<file path="src/rtl/avmm_button_debounce_pio.sv">
// Pushbutton responder for the Nios II data master: two-flop synchronizer, per-bit
// debounce, press-edge capture with write-1-to-clear, and a maskable level interrupt.
module avmm_button_debounce_pio #(
  parameter int WIDTH           = 4,
  parameter int DEBOUNCE_CYCLES = 50000,
  parameter int CNT_W           = 16,
  parameter bit ACTIVE_LOW      = 1'b1
) (
  input  logic             clk,
  input  logic             reset,
  input  logic [1:0]       address,
  input  logic             read,
  input  logic             write,
  input  logic [31:0]      writedata,
  output logic [31:0]      readdata,
  output logic             irq,
  input  logic [WIDTH-1:0] button_in,
  output logic [WIDTH-1:0] pressed_out
);

  // Bus handshake: there is no waitrequest, so every strobe is accepted on the
  // clock where it is high. A read sampled on cycle N presents readdata on N+1
  // and readdata holds until the next read. A write commits on its strobe edge.

  localparam logic [WIDTH-1:0] RELEASED = {WIDTH{ACTIVE_LOW}};
  localparam logic [CNT_W-1:0] CNT_LAST = CNT_W'(DEBOUNCE_CYCLES - 1);

  logic [WIDTH-1:0] sync1, sync2, raw_norm;
  logic [WIDTH-1:0] stable, stable_nxt, press_set;
  logic [WIDTH-1:0] edge_cap, irq_mask, w1c;
  logic [CNT_W-1:0] cnt     [WIDTH];
  logic [CNT_W-1:0] cnt_nxt [WIDTH];
  logic [31:0]      rd_mux;

  always_ff @(posedge clk or posedge reset) begin
    if (reset) begin
      sync1 <= RELEASED;
      sync2 <= RELEASED;
    end else begin
      sync1 <= button_in;
      sync2 <= sync1;
    end
  end

  assign raw_norm = ACTIVE_LOW ? ~sync2 : sync2;

  // A bit is accepted only after DEBOUNCE_CYCLES consecutive differing samples.
  always_comb begin
    stable_nxt = stable;
    press_set  = '0;
    for (int i = 0; i < WIDTH; i++) begin
      cnt_nxt[i] = '0;
      if (raw_norm[i] != stable[i]) begin
        if (cnt[i] == CNT_LAST) begin
          stable_nxt[i] = raw_norm[i];
          press_set[i]  = raw_norm[i];
        end else begin
          cnt_nxt[i] = cnt[i] + 1'b1;
        end
      end
    end
  end

  always_ff @(posedge clk or posedge reset) begin
    if (reset) begin
      stable <= '0;
      for (int i = 0; i < WIDTH; i++) cnt[i] <= '0;
    end else begin
      stable <= stable_nxt;
      for (int i = 0; i < WIDTH; i++) cnt[i] <= cnt_nxt[i];
    end
  end

  assign pressed_out = stable;
  assign w1c = (write && address == 2'd2) ? writedata[WIDTH-1:0] : '0;

  // A press edge landing with a clear of the same bit keeps the bit set.
  always_ff @(posedge clk or posedge reset) begin
    if (reset) begin
      edge_cap <= '0;
      irq_mask <= '0;
      irq      <= 1'b0;
    end else begin
      edge_cap <= (edge_cap & ~w1c) | press_set;
      if (write && address == 2'd1) irq_mask <= writedata[WIDTH-1:0];
      irq <= |(edge_cap & irq_mask);
    end
  end

  always_comb begin
    rd_mux = '0;
    case (address)
      2'd0:    rd_mux[WIDTH-1:0] = stable;
      2'd1:    rd_mux[WIDTH-1:0] = irq_mask;
      2'd2:    rd_mux[WIDTH-1:0] = edge_cap;
      default: rd_mux[WIDTH-1:0] = raw_norm;
    endcase
  end

  always_ff @(posedge clk or posedge reset) begin
    if (reset) readdata <= '0;
    else if (read) readdata <= rd_mux;
  end

  if (WIDTH < 32) begin : g_wd_unused
    logic unused_wd;
    assign unused_wd = ^writedata[31:WIDTH];
  end

endmodule

</file>
<file path="config.mk">
export PLATFORM = sky130hd
export DESIGN_NAME = avmm_button_debounce_pio
export DESIGN_NICKNAME = d
export VERILOG_FILES = /design/src/rtl/avmm_button_debounce_pio.sv
export SDC_FILE = /design/constraint.sdc
export NUM_CORES = 1
export LEC_CHECK = 0
export CORE_ASPECT_RATIO = 0.75
export CORE_MARGIN = 1.5
export CORE_UTILIZATION = 47
export DETAILED_ROUTE_END_ITERATION = 6
export GPL_ROUTABILITY_DRIVEN = 0
export PLACE_DENSITY = 0.76
export SYNTH_ARGS = -nofsm -noshare
export SYNTH_HDL_FRONTEND = slang
export SYNTH_SLANG_ARGS = --single-unit
</file>
<file path="constraint.sdc">
create_clock -name clk -period 3.15 [get_ports clk]
set_clock_uncertainty 0.05 [all_clocks]
set_input_delay 0.63 -clock clk [delete_from_list [all_inputs] [get_ports clk]]
set_output_delay 0.63 -clock clk [all_outputs]
set_load 0.01 [all_outputs]
</file>
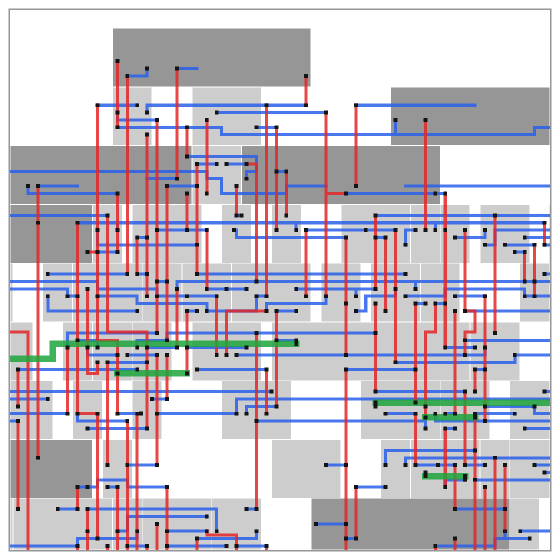
Fig. 1. Layout detail (run 1).
Region (73, 52) to (98, 77) um. Cells in grey, sequential cells in the stronger grey; small squares are vias.
| layer | colour |
|---|---|
| met3 | green |
| met1 | blue |
| met2 | red |
netlist names of flops here include: cnt (5)
cells with their middle in the window: 49
sequential cells in the window: 5
most frequent: nor2_1 (9), xnor2_1 (7)

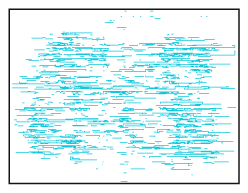
Fig. 2. Signal wires on met1 (run 1).
(2 px per um)
share of all routed wire: 49%
wire length on this layer: 3960 um
nets with wire on the layer: 411

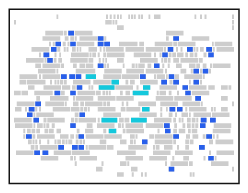
Fig. 3. Gate families picked out (run 1).
(2 px per um)
| family | colour | cells |
|---|---|---|
| XOR/XNOR gates | blue | 59 |
| multiplexers | cyan | 9 |

==> impl_table.tex, run 1 <==
% Implementation results table
\begin{tabular}{lr}
\hline
Metric & Value \\
\hline
\multicolumn{2}{l}{\textbf{Finish}} \\
Non-clk buf share & a little over 5\% \\
Fraction of area in registers & around 46\% \\
Net count reported at finish & 495 \\
Leading cell type in the layout, fill and taps excluded & sky130\_fd\_sc\_hd\_\_dfrtp\_1 \\
Register ranked first by flip-flop count & cnt \\
Sequential cell area & roughly 0.0022 mm2 \\
Max FFs per register & around 64 \\
Buffers outside the clock class & 24 \\
Layout filler cell count & $\sim$810 \\
Comb area & $\sim$0.0019 mm2 \\
Final non-filler cell total & 566 \\
Clk tree area frac & 5.84\% \\
Multi-input logic cell count & about 310 \\
Flip-flop and latch count & about 89 \\
Clock buffer count in the final layout & 9 \\
Final Instance Area & around 0.0049 mm2 \\
\multicolumn{2}{l}{\textbf{Die}} \\
Core outline area & around 0.0090 mm2 \\
Number of primary I/O pins & around 79 \\
Y dimension of the die & approximately 86 um \\
Placement Rows & 30 \\
Die ar. & about 0.01 mm2 \\
\multicolumn{2}{l}{\textbf{Timing}} \\
Summed negative setup slack over all endpoints & 0 ns \\
Worst Hold Margin & 0.305 ns \\
Minimum period implied by the final worst setup slack & approximately 2.2 ns \\
Crit path setup slack, layout & $\sim$0.95 ns \\
Max frequency & around 450 MHz \\
Final Hold Viols & 0 \\
Post-route clock period utilization & between 60 and 70\% \\
Worst slew pin tran & just over 0.8 ns \\
\multicolumn{2}{l}{\textbf{Worst setup path}} \\
Endpoint type of the worst setup path & register \\
Logic depth of the worst register-to-register path & 5 \\
WP depth & 5 \\
Worst path buffer plus inverter count & 0 \\
Highest fanout seen on the critical path & 15 \\
Worst setup SP type & register \\
Crit Path Category & reg2reg \\
Worst reg2reg startpoint & cnt[32] \\
Crit path DRT & around 3.3 ns \\
Capture point of the critical path & cnt[41] \\
Capture point of the worst reg-to-reg path & cnt[41] \\
Cells along the critical path & ha\_1 -> nand3\_1 -> or3\_1 -> o21ai\_2 -> nor2\_1 \\
Longest individual stage delay on the worst path & about 0.51 ns \\
\multicolumn{2}{l}{\textbf{Routing}} \\
First-pass DRT Iterations & 5 \\
Vias after detailed routing & roughly 3000 \\
Post-detailed-route count of antenna-violating nets & 0 \\
Top routing layer in use & met4 \\
Sum of routed wire segments on met1 & between 3000 and 4000 um \\
Detailed route wirelength on metal3 & $\sim$350 um \\
Average wire per cell in the routed design & approximately 14 um \\
\multicolumn{2}{l}{\textbf{Clocking}} \\
Number of instances resized during post-cts repair & 0 \\
Number of buffers between clock root and the deepest sink & 2 \\
CTS H-Tree Depth & 3 \\
CTS tree & built \\
\multicolumn{2}{l}{\textbf{Yosys}} \\
Most used standard cell by instance count after synthesis & sky130\_fd\_sc\_hd\_\_dfrtp\_1 \\
Main area contributors & sky130\_fd\_sc\_hd\_\_dfrtp\_1, sky130\_fd\_sc\_hd\_\_xnor2\_1, sky130\_fd\_sc\_hd\_\_nor2\_1 \\
Mux frac, synth & 3.45\% \\
Commonest flop & sky130\_fd\_sc\_hd\_\_dfrtp\_1 \\
Number of instances in the synthesized netlist & about 420 \\
Post-synthesis simple-gate area fraction & 21.1\% \\
Avg Synthesized Cell Area & 10.3 um2 \\
Post-synth top cells & sky130\_fd\_sc\_hd\_\_dfrtp\_1, sky130\_fd\_sc\_hd\_\_nor2\_1, sky130\_fd\_sc\_hd\_\_xnor2\_1 \\
Sequential-to-total area share from yosys stat & approximately 51\% \\
Cell area after technology mapping & 0.00435 mm2 \\
Post-synthesis chip area from yosys & 0.00435 mm2 \\
Number of enable flip-flop cells & 0 \\
Async set-reset flop share out of synthesis & 100\% \\
Proportion of netlist area held by the largest area contributor & between 40\% and 50\% \\
\multicolumn{2}{l}{\textbf{Global route}} \\
GRT busiest layer & met2 \\
Met1 routing resource usage after global routing & about a quarter \\
Total overflow reported by the global router & 0 \\
\multicolumn{2}{l}{\textbf{Power and ir drop}} \\
Seq pwr & $\sim$0.0012 W \\
Power Clock & 0.00102 W \\
Combinational group power & about 0.00016 W \\
Overall power & around 0.0024 W \\
Max IR drop VDD & roughly 320 uV \\
\multicolumn{2}{l}{\textbf{Run}} \\
Max capacitance violation total & 0 \\
\multicolumn{2}{l}{\textbf{Place}} \\
Cell area after placement & 0.00460 mm2 \\
Cell count after placement & $\sim$550 \\
Worst slack, placed & around 0.84 ns \\
\multicolumn{2}{l}{\textbf{Status}} \\
Run status & completed \\
\multicolumn{2}{l}{\textbf{Hold path}} \\
Number of cells on the worst hold path & 0 \\
\hline
\end{tabular}
==> run 2: changes to the inputs <==
Clock period 3.15 ns to 1.9 ns, I/O delays scaled along.
==> impl_table.tex, run 2 <==
% Implementation results table
\begin{tabular}{lr}
\hline
Metric & Value \\
\hline
\multicolumn{2}{l}{\textbf{Place}} \\
Cell count after placement & about 560 \\
Cell area after placement & between 0.004 and 0.005 mm2 \\
Worst slack, placed & -0.0554 ns \\
HPWL after detailed placement & $\sim$5400 um \\
\multicolumn{2}{l}{\textbf{Worst setup path}} \\
Cells along the critical path & nor4\_2 -> nand3b\_1 -> or4\_4 -> mux2\_4 \\
Endpoint type of the worst setup path & register \\
Worst setup SP type & register \\
Longest individual stage delay on the worst path & 0.52 ns \\
Worst reg2reg startpoint & cnt[12] \\
Crit Path Category & reg2reg \\
Highest fanout seen on the critical path & 3 \\
Crit path DRT & 2.07 ns \\
WP depth & 4 \\
Worst path buffer plus inverter count & 0 \\
Capture point of the critical path & pressed\_out[3] \\
Logic depth of the worst register-to-register path & 4 \\
Capture point of the worst reg-to-reg path & pressed\_out[3] \\
\multicolumn{2}{l}{\textbf{Finish}} \\
Clock buffer count in the final layout & 11 \\
Multi-input logic cell count & approximately 310 \\
Flip-flop and latch count & between 80 and 90 \\
Register ranked first by flip-flop count & cnt \\
Non-clk buf share & 7.25\% \\
Leading cell type in the layout, fill and taps excluded & sky130\_fd\_sc\_hd\_\_dfrtp\_1 \\
Max FFs per register & 64 \\
Layout filler cell count & around 770 \\
Clk tree area frac & about 6.0\% \\
Fraction of area in registers & about 45\% \\
Final non-filler cell total & 581 \\
Count of inverters other than clock inverters in the layout & 20 \\
Buffers outside the clock class & 39 \\
Sequential cell area & between 0.002 and 0.0025 mm2 \\
Comb area & approximately 0.0019 mm2 \\
Net count reported at finish & approximately 510 \\
\multicolumn{2}{l}{\textbf{Yosys}} \\
Post-synth top cells & sky130\_fd\_sc\_hd\_\_dfrtp\_1, sky130\_fd\_sc\_hd\_\_nor2\_1, sky130\_fd\_sc\_hd\_\_xnor2\_1 \\
Main area contributors & sky130\_fd\_sc\_hd\_\_dfrtp\_1, sky130\_fd\_sc\_hd\_\_xnor2\_1, sky130\_fd\_sc\_hd\_\_nor2\_1 \\
Mux frac, synth & about 3.4\% \\
Async set-reset flop share out of synthesis & 100\% \\
Number of enable flip-flop cells & 0 \\
Sequential-to-total area share from yosys stat & 51.4\% \\
Post-synthesis simple-gate area fraction & 21.1\% \\
Post-synthesis chip area from yosys & between 0.004 and 0.005 mm2 \\
Most used standard cell by instance count after synthesis & sky130\_fd\_sc\_hd\_\_dfrtp\_1 \\
Avg Synthesized Cell Area & 10.3 um2 \\
Proportion of netlist area held by the largest area contributor & a little under half \\
Commonest flop & sky130\_fd\_sc\_hd\_\_dfrtp\_1 \\
Cell area after technology mapping & between 0.004 and 0.005 mm2 \\
\multicolumn{2}{l}{\textbf{Global route}} \\
Met1 routing resource usage after global routing & about a quarter \\
Total overflow reported by the global router & 0 \\
\multicolumn{2}{l}{\textbf{Run}} \\
Max capacitance violation total & 0 \\
\multicolumn{2}{l}{\textbf{Clocking}} \\
CTS H-Tree Depth & 3 \\
Num CTS Buffers & 9 \\
Post-CTS Setup Inserts & 1 \\
Number of instances resized during post-cts repair & 0 \\
Number of buffers between clock root and the deepest sink & 2 \\
CTS tree & built \\
\multicolumn{2}{l}{\textbf{Die}} \\
Placement Rows & 30 \\
Core outline area & about 0.0090 mm2 \\
Die Width & 114 um \\
Y dimension of the die & around 86 um \\
Die ar. & approximately 0.0099 mm2 \\
\multicolumn{2}{l}{\textbf{Status}} \\
Run status & completed \\
\multicolumn{2}{l}{\textbf{Power and ir drop}} \\
Max IR drop VDD & just over 500 uV \\
Power Clock & roughly 0.0018 W \\
Overall power & between 0.004 and 0.005 W \\
\multicolumn{2}{l}{\textbf{Timing}} \\
Worst Hold Margin & a little under 0.3 ns \\
Minimum period implied by the final worst setup slack & 1.82 ns \\
Crit path setup slack, layout & around 0.078 ns \\
Max frequency & approximately 550 MHz \\
Post-route clock period utilization & between 90\% and 100\% \\
Final Hold Viols & 0 \\
Max-slew violation total from the final report & 0 \\
\multicolumn{2}{l}{\textbf{Hold path}} \\
Number of cells on the worst hold path & 0 \\
\multicolumn{2}{l}{\textbf{Routing}} \\
Detailed route wirelength on metal3 & $\sim$310 um \\
Post-detailed-route count of antenna-violating nets & 0 \\
First-pass DRT Iterations & 4 \\
Average wire per cell in the routed design & 13.6 um \\
Vias after detailed routing & 2990 \\
Routed wire length on met2 & about 3600 um \\
Top routing layer in use & met4 \\
Sum of routed wire segments on met1 & 3810 um \\
\hline
\end{tabular}
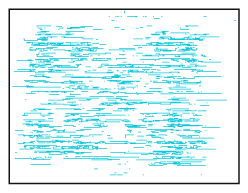
Fig. 4. Signal wires on met1 (run 2).
(2 px per um)
share of all routed wire: 48%
longest straight run: 23.9 um
wire length on this layer: 3810 um
nets with wire on the layer: 428
main direction: horizontal

==> run 3: changes to the inputs <==
Settings changed: ABC_AREA set to 1, CORE_UTILIZATION 47 to 49, PLACE_DENSITY 0.76 to 0.77.
==> impl_table.tex, run 3 <==
% Implementation results table
\begin{tabular}{lr}
\hline
Metric & Value \\
\hline
\multicolumn{2}{l}{\textbf{Clocking}} \\
CTS H-Tree Depth & 3 \\
Num CTS Buffers & 9 \\
\multicolumn{2}{l}{\textbf{Global route}} \\
Met1 routing resource usage after global routing & 26.6\% \\
Total overflow reported by the global router & 0 \\
GRT busiest layer & met2 \\
\multicolumn{2}{l}{\textbf{Worst setup path}} \\
Longest individual stage delay on the worst path & 0.58 ns \\
Cells along the critical path & clkdlybuf4s50\_1 \\
Capture point of the worst reg-to-reg path & cnt[30] \\
Crit Path Category & reg2out \\
Worst path buffer plus inverter count & 1 \\
Highest fanout seen on the critical path & 5 \\
WP depth & 1 \\
Endpoint type of the worst setup path & output pin \\
Crit path DRT & 1.47 ns \\
\multicolumn{2}{l}{\textbf{Place}} \\
Worst slack, placed & just under 0.08 ns \\
Cell area after placement & 0.00517 mm2 \\
HPWL after detailed placement & between 7000 and 8000 um \\
\multicolumn{2}{l}{\textbf{Yosys}} \\
Commonest flop & sky130\_fd\_sc\_hd\_\_dfrtp\_1 \\
Proportion of netlist area held by the largest area contributor & between 40\% and 50\% \\
Avg Synthesized Cell Area & around 7.7 um2 \\
Post-synthesis simple-gate area fraction & 32.8\% \\
Number of enable flip-flop cells & 0 \\
Post-synthesis chip area from yosys & a little under 0.005 mm2 \\
Cell area after technology mapping & roughly 0.0048 mm2 \\
Most used standard cell by instance count after synthesis & sky130\_fd\_sc\_hd\_\_nand2\_1 \\
Sequential-to-total area share from yosys stat & a little under half \\
\multicolumn{2}{l}{\textbf{Routing}} \\
Routed wire length on met2 & 4660 um \\
Average wire per cell in the routed design & $\sim$12 um \\
Top routing layer in use & met4 \\
First-pass DRT Iterations & 5 \\
Vias after detailed routing & 3909 \\
Post-detailed-route count of antenna-violating nets & 0 \\
Detailed route wirelength on metal3 & around 430 um \\
Sum of routed wire segments on met1 & around 4700 um \\
\multicolumn{2}{l}{\textbf{Status}} \\
Run status & completed \\
\multicolumn{2}{l}{\textbf{Die}} \\
Y dimension of the die & around 90 um \\
Die ar. & $\sim$0.010 mm2 \\
Number of primary I/O pins & between 70 and 80 \\
Die Width & around 120 um \\
\multicolumn{2}{l}{\textbf{Hold path}} \\
Number of cells on the worst hold path & 0 \\
\multicolumn{2}{l}{\textbf{Timing}} \\
Crit path setup slack, layout & $\sim$0.07 ns \\
Worst Hold Margin & 0.307 ns \\
Minimum period implied by the final worst setup slack & around 1.8 ns \\
Final Hold Viols & 0 \\
Max-slew violation total from the final report & 0 \\
\multicolumn{2}{l}{\textbf{Finish}} \\
Layout filler cell count & 900 \\
Max FFs per register & between 60 and 70 \\
Sequential cell area & about 0.0022 mm2 \\
Multi-input logic cell count & 468 \\
Count of inverters other than clock inverters in the layout & $\sim$71 \\
Flip-flop and latch count & around 89 \\
Comb area & approximately 0.0022 mm2 \\
Final non-filler cell total & $\sim$800 \\
Register ranked first by flip-flop count & cnt \\
Non-clk buf share & under 10\% \\
Net count reported at finish & 710 \\
\multicolumn{2}{l}{\textbf{Power and ir drop}} \\
Seq pwr & roughly 0.002 W \\
Max IR drop VDD & between 500 and 600 uV \\
\multicolumn{2}{l}{\textbf{Run}} \\
Max capacitance violation total & 0 \\
\hline
\end{tabular}
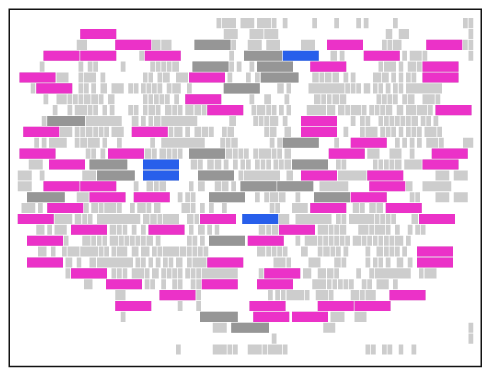
Fig. 5. Sequential cells grouped by signal name (run 3).
(4 px per um)
| netlist name | colour | placed flops | where |
|---|---|---|---|
| cnt | magenta | 64 | widely spread |
| pressed_out | blue | 4 | centre |

Power figures rest on the tool's default switching activity, not on a simulated workload.
